Fig. 1: selected gate families
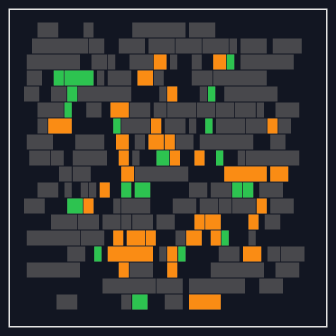
Fig. 2: signal wires on met2
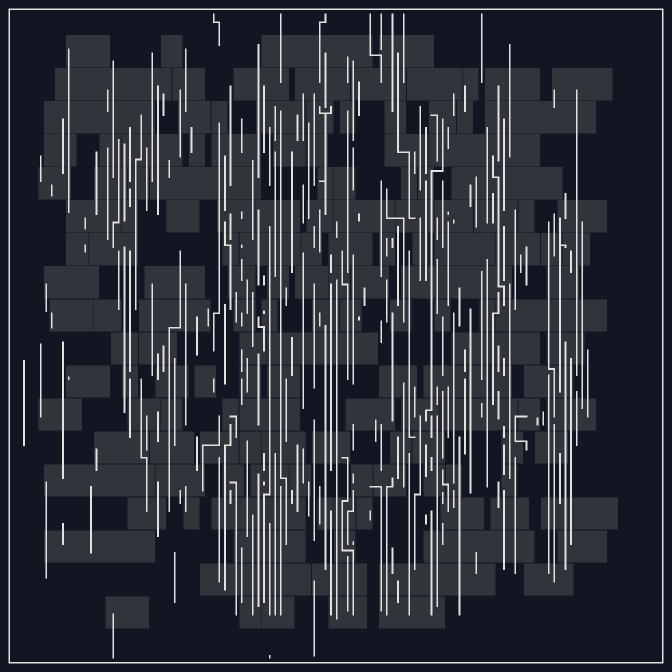
Fig. 3: cell classes on the final placement
The bar under the picture is 20 µm long.
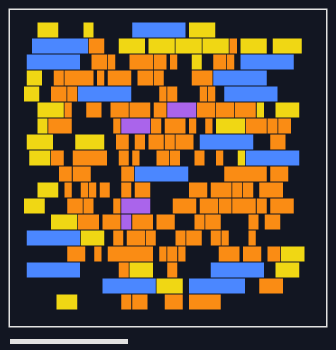
==> config.mk <==
export PLATFORM = sky130hd
export DESIGN_NAME = opcode_encoder
export DESIGN_NICKNAME = d
export VERILOG_FILES = /design/src/rtl/opcode_encoder.sv
export SDC_FILE = /design/constraint.sdc
export NUM_CORES = 1
export LEC_CHECK = 0
export CORE_MARGIN = 2
export CORE_UTILIZATION = 50
export CTS_BUF_LIST = sky130_fd_sc_hd__clkbuf_8
export DETAILED_ROUTE_END_ITERATION = 8
export GPL_TIMING_DRIVEN = 0
export HOLD_SLACK_MARGIN = 0.02
export PLACE_DENSITY = 0.73
export SETUP_SLACK_MARGIN = 0.3
export SKIP_CTS_REPAIR_TIMING = 1
export SLEW_MARGIN = 20
export SYNTH_ARGS = -nofsm -noshare
export SYNTH_HDL_FRONTEND = slang
export SYNTH_SLANG_ARGS = --single-unit
export TNS_END_PERCENT = 5
==> constraint.sdc <==
create_clock -name clk -period 2.2 [get_ports clk]
set_input_delay 0.44 -clock clk [delete_from_list [all_inputs] [get_ports clk]]
set_output_delay 0.44 -clock clk [all_outputs]
set_load 0.1 [all_outputs]
==> results.txt <==
run results: Clock buffers and inverters, area share=0.0299, max_cap viols=0, clock input transition at the sequential cells of the worst setup and hold paths=0.07 ns, worst hold-check path type=reg -> reg, worst clock skew=0.00760 ns, AND/OR/NAND/NOR Cells, Area Fraction=0.218, Chip Width=53.7 µm, Crit path required time=2.34 ns, top cells by area, synth=sky130_fd_sc_hd__dfrtp_1 (30%), sky130_fd_sc_hd__a22o_1 (4.3%), sky130_fd_sc_hd__o21ai_0 (3.6%), sky130_fd_sc_hd__buf_6 (3.6%), sky130_fd_sc_hd__nor2_1 (3.6%), number of CTS-inserted buffers=3, headroom to the max-slew limit=0.354, yosys adder share=0.0415, area of the mapped netlist=1240 µm², global-route wire length before repair=5130 µm, critical-path maximum fanout=6, busiest layer in global routing=met2, Dominant combinational family=AND-OR/OR-AND gates, clock tree from TritonCTS=yes, Syn-to-layout area delta=25.3%, max-slew violation count=0, placement-stage cell area=1480 µm², average instance area after synthesis=9.09 µm², FMAX=498 MHz, top area contributor share=0.304, minimum period implied by the final worst setup slack=2.01 ns, floorplan die area=2890 µm², status=complete, no violations, DRC errors left=0, number of detailed-routing iterations run before antenna repair=4, CTS H-tree depth=1, area share of buffers outside the clock network=0.200, DP Wirelength=2340 µm, setup repair after global routing missed its margin=true, number of synthesized register bits=15, drt via density=6.13
-- Fig. 1 (at the start) --
family	color	cells
inverting AOI/OAI gates	orange	34
NAND gates	green	19
post-route insts no fill: 189
top logic cell by instance count in the layout: sky130_fd_sc_hd__dfrtp_1

-- Fig. 2 (at the start) --
longest straight run	30.3 µm
share of all routed wire	49%
nets with wire on the layer	151
main direction	vertical
wire length on this layer	1560 µm
routing usage on met2: 0.396
number of vias after detailed routing: 1158
final routed wirelength across all metal layers: 3170 µm

-- Fig. 3 (at the start) --
class	color	cells	share of their area
flip-flops	blue	15	25%
all other logic	orange	110	51%
clock drivers and dummy loads	purple	4	3.1%
other buffers and delay cells	yellow	30	21%
number of rows created at floorplan: 18
Floorplan Core Area: 2410 µm²
final core occ: 0.643
Post-Layout Inst Area: 1550 µm²

## critical path: stages (launching register included)
cell and delay [ns]:
sky130_fd_sc_hd__dfrtp_1 0.43, sky130_fd_sc_hd__or3_4 0.42, sky130_fd_sc_hd__or2_1 0.24, sky130_fd_sc_hd__buf_6 0.14, sky130_fd_sc_hd__o31ai_4 0.25, sky130_fd_sc_hd__nand3b_1 0.15
sky130_fd_sc_hd__a32oi_1 0.20, sky130_fd_sc_hd__nor2_1 0.07
## cells in the mapped netlist, types with 2 or more instances
cell type	number
sky130_fd_sc_hd__nor2_1	12
sky130_fd_sc_hd__clkbuf_1	2
sky130_fd_sc_hd__nand2_1	9
sky130_fd_sc_hd__mux2i_1	2
sky130_fd_sc_hd__or4_4	2
sky130_fd_sc_hd__xnor2_1	3
sky130_fd_sc_hd__a22o_1	6
sky130_fd_sc_hd__dfrtp_1	15
sky130_fd_sc_hd__a21o_1	2
sky130_fd_sc_hd__nand3b_1	3
sky130_fd_sc_hd__a21oi_1	8
sky130_fd_sc_hd__inv_1	4
sky130_fd_sc_hd__o31ai_1	2
sky130_fd_sc_hd__or2_1	2
sky130_fd_sc_hd__nand3_1	5
sky130_fd_sc_hd__maj3_1	4
sky130_fd_sc_hd__clkbuf_8	3
sky130_fd_sc_hd__a22o_2	2
sky130_fd_sc_hd__o21ai_0	9
sky130_fd_sc_hd__buf_6	4
sky130_fd_sc_hd__nor3_1	4
sky130_fd_sc_hd__a31oi_1	4
## routing by layer
layer,vias up,part of all wire
li1,547,-
met1,572,0.45
met2,34,0.49
met4,0,0.011
met3,5,0.049
met5,-,0
## stage by stage
stage          setup WS (ns)  TNS, ns
3_5_place_dp          -0.319    -3.39
3_3_place_gp          -0.288    -2.90
5_1_grt                0.110        0
4_1_cts               -0.226   -0.997
2_1_floorplan          0.339        0
6_report               0.193        0
